--- src/rtl/des_round_ctrl.sv ---
// des_round_ctrl
//   Round sequencer for a 16-round DES Feistel core. It takes one block that
//   has already been through IP and one key that has already been through
//   PC-1. It then runs the rounds against an external combinational
//   round-function datapath (E, PC-2 + XOR, S-boxes, P). The controller owns
//   the L/R registers and the C/D key-rotation schedule for both encrypt and
//   decrypt. It hands the pre-output block R16||L16 downstream through a
//   valid/ready handshake.
//
//   Bit order: vectors carry DES bits MSB-first in [W:1]. Bit 0 is unused on
//   inputs and is driven 0 on outputs. For example, in_block[64] is DES bit 1
//   and in_key_cd[56:29] is C.
//
// Ports
//   clk, rst_n        clock (rising edge), asynchronous active-low reset
//   in_valid/in_ready block/key/mode handshake; accepted only in IDLE
//   in_block[64:1]    post-IP block L0||R0
//   in_key_cd[56:1]   post-PC-1 key C0||D0
//   in_decrypt        1 = decrypt key schedule
//   f_r, f_key_cd     current R and C||D to the round function (ROUND only)
//   f_round           current round 1..16, 0 outside ROUND
//   f_result          combinational f(R,K) returned in the same cycle
//   out_valid/ready   pre-output block handshake
//   out_block[64:1]   R16||L16, valid in DONE
//   busy              high in ROUND or DONE
//   abort             only when DES_CTRL_ABORT_EN is defined; drops the
//                     block in flight on the next edge
//
// Build option: define DES_CTRL_ABORT_EN to add the abort input.
//
// state | meaning
// ------+-------------------------------------------------------------
// IDLE  | ready for a new block; in_ready high
// ROUND | one Feistel round per cycle; counter holds round 1..16
// DONE  | out_valid high, result held until out_ready

module des_round_ctrl #(
  parameter int ROUNDS = 16,
  parameter int CNT_W  = 5
) (
  input  logic             clk,
  input  logic             rst_n,
`ifdef DES_CTRL_ABORT_EN
  input  logic             abort,
`endif
  input  logic             in_valid,
  output logic             in_ready,
  input  logic [64:0]      in_block,
  input  logic [56:0]      in_key_cd,
  input  logic             in_decrypt,
  output logic [32:0]      f_r,
  output logic [56:0]      f_key_cd,
  output logic [CNT_W-1:0] f_round,
  input  logic [32:0]      f_result,
  output logic             out_valid,
  input  logic             out_ready,
  output logic [64:0]      out_block,
  output logic             busy
);

  typedef enum logic [1:0] {
    S_IDLE  = 2'd0,
    S_ROUND = 2'd1,
    S_DONE  = 2'd2
  } state_t;

  localparam logic [CNT_W-1:0] LAST_RND = CNT_W'(ROUNDS);
  // Decrypt walks the shift table backwards: entering round i+1 uses
  // s(ROUNDS+1-i).
  localparam logic [CNT_W-1:0] REV_BASE = CNT_W'(ROUNDS + 1);

  state_t           state_q, state_d;
  logic [CNT_W-1:0] cnt_q, cnt_d;
  logic [31:0]      l_q, l_d;
  logic [31:0]      r_q, r_d;
  logic [55:0]      cd_q, cd_d;
  logic             dec_q, dec_d;

  // DES key-schedule shift amount for round n: 1 for rounds 1, 2, 9, 16.
  function automatic logic [1:0] shift_of(input logic [CNT_W-1:0] n);
    if (n == CNT_W'(1) || n == CNT_W'(2) || n == CNT_W'(9) || n == CNT_W'(16))
      return 2'd1;
    else
      return 2'd2;
  endfunction

  function automatic logic [27:0] rotl28(input logic [27:0] x, input logic [1:0] n);
    return (n == 2'd1) ? {x[26:0], x[27]} : {x[25:0], x[27:26]};
  endfunction

  function automatic logic [27:0] rotr28(input logic [27:0] x, input logic [1:0] n);
    return (n == 2'd1) ? {x[0], x[27:1]} : {x[1:0], x[27:2]};
  endfunction

  // C and D rotate independently; they never exchange bits.
  function automatic logic [55:0] cd_rotl(input logic [55:0] cd, input logic [1:0] n);
    return {rotl28(cd[55:28], n), rotl28(cd[27:0], n)};
  endfunction

  function automatic logic [55:0] cd_rotr(input logic [55:0] cd, input logic [1:0] n);
    return {rotr28(cd[55:28], n), rotr28(cd[27:0], n)};
  endfunction

  always_ff @(posedge clk or negedge rst_n) begin
    if (!rst_n) begin
      state_q <= S_IDLE;
      cnt_q   <= '0;
      l_q     <= '0;
      r_q     <= '0;
      cd_q    <= '0;
      dec_q   <= 1'b0;
    end else begin
      state_q <= state_d;
      cnt_q   <= cnt_d;
      l_q     <= l_d;
      r_q     <= r_d;
      cd_q    <= cd_d;
      dec_q   <= dec_d;
    end
  end

  always_comb begin
    state_d = state_q;
    cnt_d   = cnt_q;
    l_d     = l_q;
    r_d     = r_q;
    cd_d    = cd_q;
    dec_d   = dec_q;

    case (state_q)
      S_IDLE: begin
        if (in_valid) begin
          l_d     = in_block[64:33];
          r_d     = in_block[32:1];
          dec_d   = in_decrypt;
          cnt_d   = CNT_W'(1);
          // Encrypt enters round 1 already shifted by s(1). Decrypt starts
          // from C0||D0, because K16 sits at a total rotation of 28.
          cd_d    = in_decrypt ? in_key_cd[56:1] : cd_rotl(in_key_cd[56:1], 2'd1);
          state_d = S_ROUND;
        end
      end

      S_ROUND: begin
        l_d = r_q;
        r_d = l_q ^ f_result[32:1];
        if (cnt_q == LAST_RND) begin
          cnt_d   = '0;
          state_d = S_DONE;
        end else begin
          cnt_d = cnt_q + CNT_W'(1);
          cd_d  = dec_q ? cd_rotr(cd_q, shift_of(REV_BASE - cnt_q))
                        : cd_rotl(cd_q, shift_of(cnt_q + CNT_W'(1)));
        end
      end

      S_DONE: begin
        if (out_ready) state_d = S_IDLE;
      end

      default: begin
        state_d = S_IDLE;
        cnt_d   = '0;
      end
    endcase

`ifdef DES_CTRL_ABORT_EN
    // Abort overrides both the round update and out_ready.
    if (abort && state_q != S_IDLE) begin
      state_d = S_IDLE;
      cnt_d   = '0;
    end
`endif
  end

  assign in_ready  = (state_q == S_IDLE);
  assign busy      = (state_q == S_ROUND) || (state_q == S_DONE);
  assign f_r       = (state_q == S_ROUND) ? {r_q, 1'b0} : '0;
  assign f_key_cd  = (state_q == S_ROUND) ? {cd_q, 1'b0} : '0;
  assign f_round   = (state_q == S_ROUND) ? cnt_q : '0;
  assign out_valid = (state_q == S_DONE);
  // Swap the halves back: the block leaves as R16||L16.
  assign out_block = (state_q == S_DONE) ? {r_q, l_q, 1'b0} : '0;

  logic unused_bits;
  assign unused_bits = ^{in_block[0], in_key_cd[0], f_result[0]};

endmodule

--- config.mk ---
export PLATFORM = sky130hd
export DESIGN_NAME = des_round_ctrl
export DESIGN_NICKNAME = d
export VERILOG_FILES = /design/src/rtl/des_round_ctrl.sv
export SDC_FILE = /design/constraint.sdc
export NUM_CORES = 1
export LEC_CHECK = 0
export CAP_MARGIN = 10
export CORE_AREA = 8 8 150 180
export DETAILED_ROUTE_END_ITERATION = 10
export DIE_AREA = 0 0 158 188
export GPL_ROUTABILITY_DRIVEN = 1
export GPL_TIMING_DRIVEN = 0
export PLACE_DENSITY = 0.77
export RECOVER_POWER = 25
export SKIP_LAST_GASP = 1
export SLEW_MARGIN = 20
export SYNTH_ARGS = -nofsm -noshare
export SYNTH_HDL_FRONTEND = slang
export SYNTH_SLANG_ARGS = --single-unit
--- constraint.sdc ---
create_clock -name clk -period 1.92 [get_ports clk]
set_input_delay 0.288 -clock clk [delete_from_list [all_inputs] [get_ports clk]]
set_output_delay 0.288 -clock clk [all_outputs]
set_load 0.01 [all_outputs]
Figure 1. Metal 2.
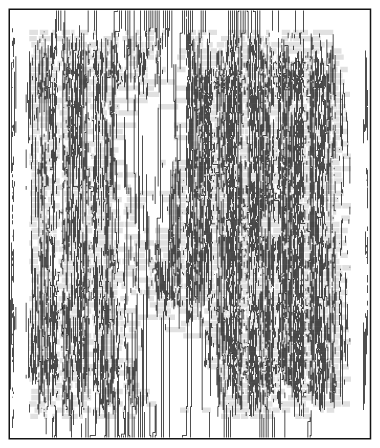
wire length on this layer	24.7 mm
longest straight run	101 um
share of all routed wire	48%

==> results.ini <==
[cells_and_area]
bufAreaShareNonClock_pct=32.1
n_fill_cell=1668
n_all_inverters=8
synthToLayoutAreaGrowth_pct=75.4
antenna_cells=0
largest_class=logic gates
clkbuf_count=18
clock_area_share_pct=3.67
sh_comb_area_pct=43.6
drive_gt1_share_pct=37.0
seq_area_mm2=0.00321
logic_area_mm2=0.00773
design_area_mm2=0.0177

[worst_setup_path]
slowest_stage=clkbuf_1
critPathMaxFanout=10
startpoint_type=register
critPathMostFrequentCell=clkbuf_1

[synthesis]
synth.cells.most_frequent=and2_1 (153), o21ai_0 (151), a21oi_1 (147)
synth.top_cell.area_share_pct=31.7
syn_area_per_cell_um2=8.03
postSynthSeqShare_pct=31.7
largest_area_cell=dfrtp_1
flop_cell=dfrtp_1
netlist_instances=1260
ys_ff=128
synth_async_sr_flop_share_pct=100
most_common_cell=and2_1
syn-cell-area_mm2=0.0101
synth.distinct_cells=40
ys_area_mm2=0.0101
ys_cells=1260

[placement]
pre_cts_slack_ns=-1.21
place_hpwl_um=32300
routabilityCongestion=0.929

[route]
remaining_drc_errors=0
drt-initial-drc-count=1276
drt_pass1_iterations=9
routedWlPerCell_um=25.1
totalWireLength_um=51000
vias=12800

[global_routing]
grt.overflow.total=0
grt_pass1_wl_um=70100
grt_use_total_pct=29.8
antenna_found_initial=0

[timing]
setup_viol_count_final=213
hold_viol=0
final_max_slew_viol_count=50
worstMarginPinSlew_ns=1.51
period_needed_ns=2.39
max_freq_mhz=418
worst_clock_skew_ns=0.0225
rsz0062_at_grt=true
fin_crit_sh_pct=125
setup_slack_ns=-0.472

[die]
dieArea_mm2=0.0297
die_h_um=188
taps=325
io_pins=323
coreArea_mm2=0.0243

[cts]
clk_pin_slew_worst_paths_ns=0.07
cts_buffers=17
cts-root-buf=clkbuf_16
tritoncts=yes
htree_num_levels=4
clk_latency_ns=0.44
clock_path_buffers=2
clock-sinks=128

[pwr]
ir_worst_vdd_mv=1.15
powerDensity_mw_per_mm2=2030
p_leak_nw=7.17

[hold_path]
hold_class=primary input to register

[run]
cap_violations=1

[status]
outcome=finished, violations left
failed_checks=capacitance limit, slew limit, setup timing

Figure 2. Met4 routing.
The bar under the picture is 50 um long.
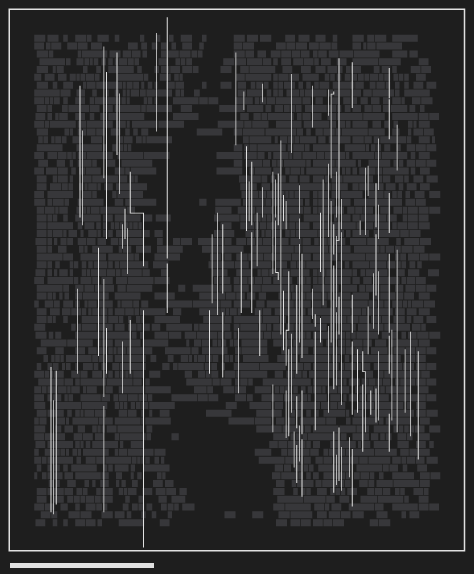
longest straight run	83.6 um
wire length on this layer	3040 um
main direction	vertical

worst paths after layout:
check	from	to	cells past startpoint
setup / recovery	dec_q$_DFFE_PN0P_	cd_q[34]$_DFFE_PN0P_	5
hold / removal	in_block[30]	r_q[29]$_DFFE_PN0P_	3
setup reg to reg	dec_q$_DFFE_PN0P_	cd_q[34]$_DFFE_PN0P_	5
hold reg to reg	l_q[22]$_DFFE_PN0P_	l_q[22]$_DFFE_PN0P_	2
max in group asynchronous	rst_n	r_q[31]$_DFFE_PN0P_	3
min in group asynchronous	rst_n	cd_q[40]$_DFFE_PN0P_	2
cell families (layout without fill, tap and decap cells):
logic type,Yosys count,after routing,synth area share (%)
AOI/OAI and AO/OA,481,481,28.2
and+or+nand+nor,389,389,22.8
buffers and inverters,154,596,6.86
DFF,128,128,31.7
muxes,61,61,6.07
xor gates and xnor gates,37,37,3.28
adders and majority gates,9,9,1.11
other,1,3,0.0371
through the flow:
step	utilization, %	hold slack [ns]	cells
final	73.1	0.476	2029
after global routing	73.1	0.486	2029
after CTS	65.1	0.376	1982
after detailed placement	56.9	0.239	1903
after global placement	56.7	0.476	1902
after floorplan	-	-0.00759	1262
state kept, by name, indices dropped and copies added, names as in the netlist:
register / count
l_q: 32
state_q: 2
cd_q: 56
dec_q: 1
r_q: 32
cnt_q: 5
power by group:
group          switching [mW]  internal, mW
Clock                    1.42          2.34
Combinational            13.5          12.4
Sequential               2.13          4.10
Total                    17.1          18.8
what timing repair did:
action	4_1_cts	5_1_grt
hold buffers	1	0
endpoints found under the setup margin	287	284
pin swaps	51	53
resized	965	331
setup buffers	32	31
cloned	15	18
endpoints found under the hold margin	49	0
routing by layer:
layer  share of wire (%)  track usage (%)  routed length, um
met5                   0                0                  0
met4                 5.9             12.1               3040
met3                  12             9.51               5910
met2                  48             51.0              24700
met1                  34             33.6              17400
critical path, delay by kind of cell (launching register included):
kind                   cells  cell delay [ns]
AND-OR/OR-AND              2             0.57
buffers and inverters      3             1.42
flip-flops                 1             0.32
cells in the final DEF (no fill, tap or decap), types with 4 or more instances in the layout:
| cell type | instances |
|---|---|
| clkdlybuf4s50_1 | 154 |
| o21ai_0 | 146 |
| a21oi_1 | 137 |
| dfrtp_1 | 126 |
| buf_6 | 124 |
| nand2_1 | 101 |
| and2_4 | 99 |
| buf_2 | 63 |
| buf_4 | 60 |
| nand4b_1 | 57 |
| o211ai_1 | 57 |
| nor2b_1 | 56 |
| mux2i_1 | 56 |
| and2_1 | 54 |
| clkbuf_16 | 42 |
| a31oi_4 | 42 |
| a41oi_2 | 41 |
| xnor2_1 | 33 |
| clkbuf_1 | 28 |
| buf_8 | 26 |
| clkbuf_2 | 26 |
| buf_12 | 17 |
| a41oi_1 | 15 |
| a31oi_1 | 13 |
| o21ai_1 | 11 |
| clkbuf_8 | 10 |
| clkbuf_4 | 10 |
| a21oi_2 | 9 |
| ha_4 | 7 |
| nor2_4 | 5 |
| bufinv_16 | 5 |
| clkdlybuf4s15_2 | 5 |
| clkinv_4 | 4 |
No activity file was given, so power comes from the tool's default toggle rates.
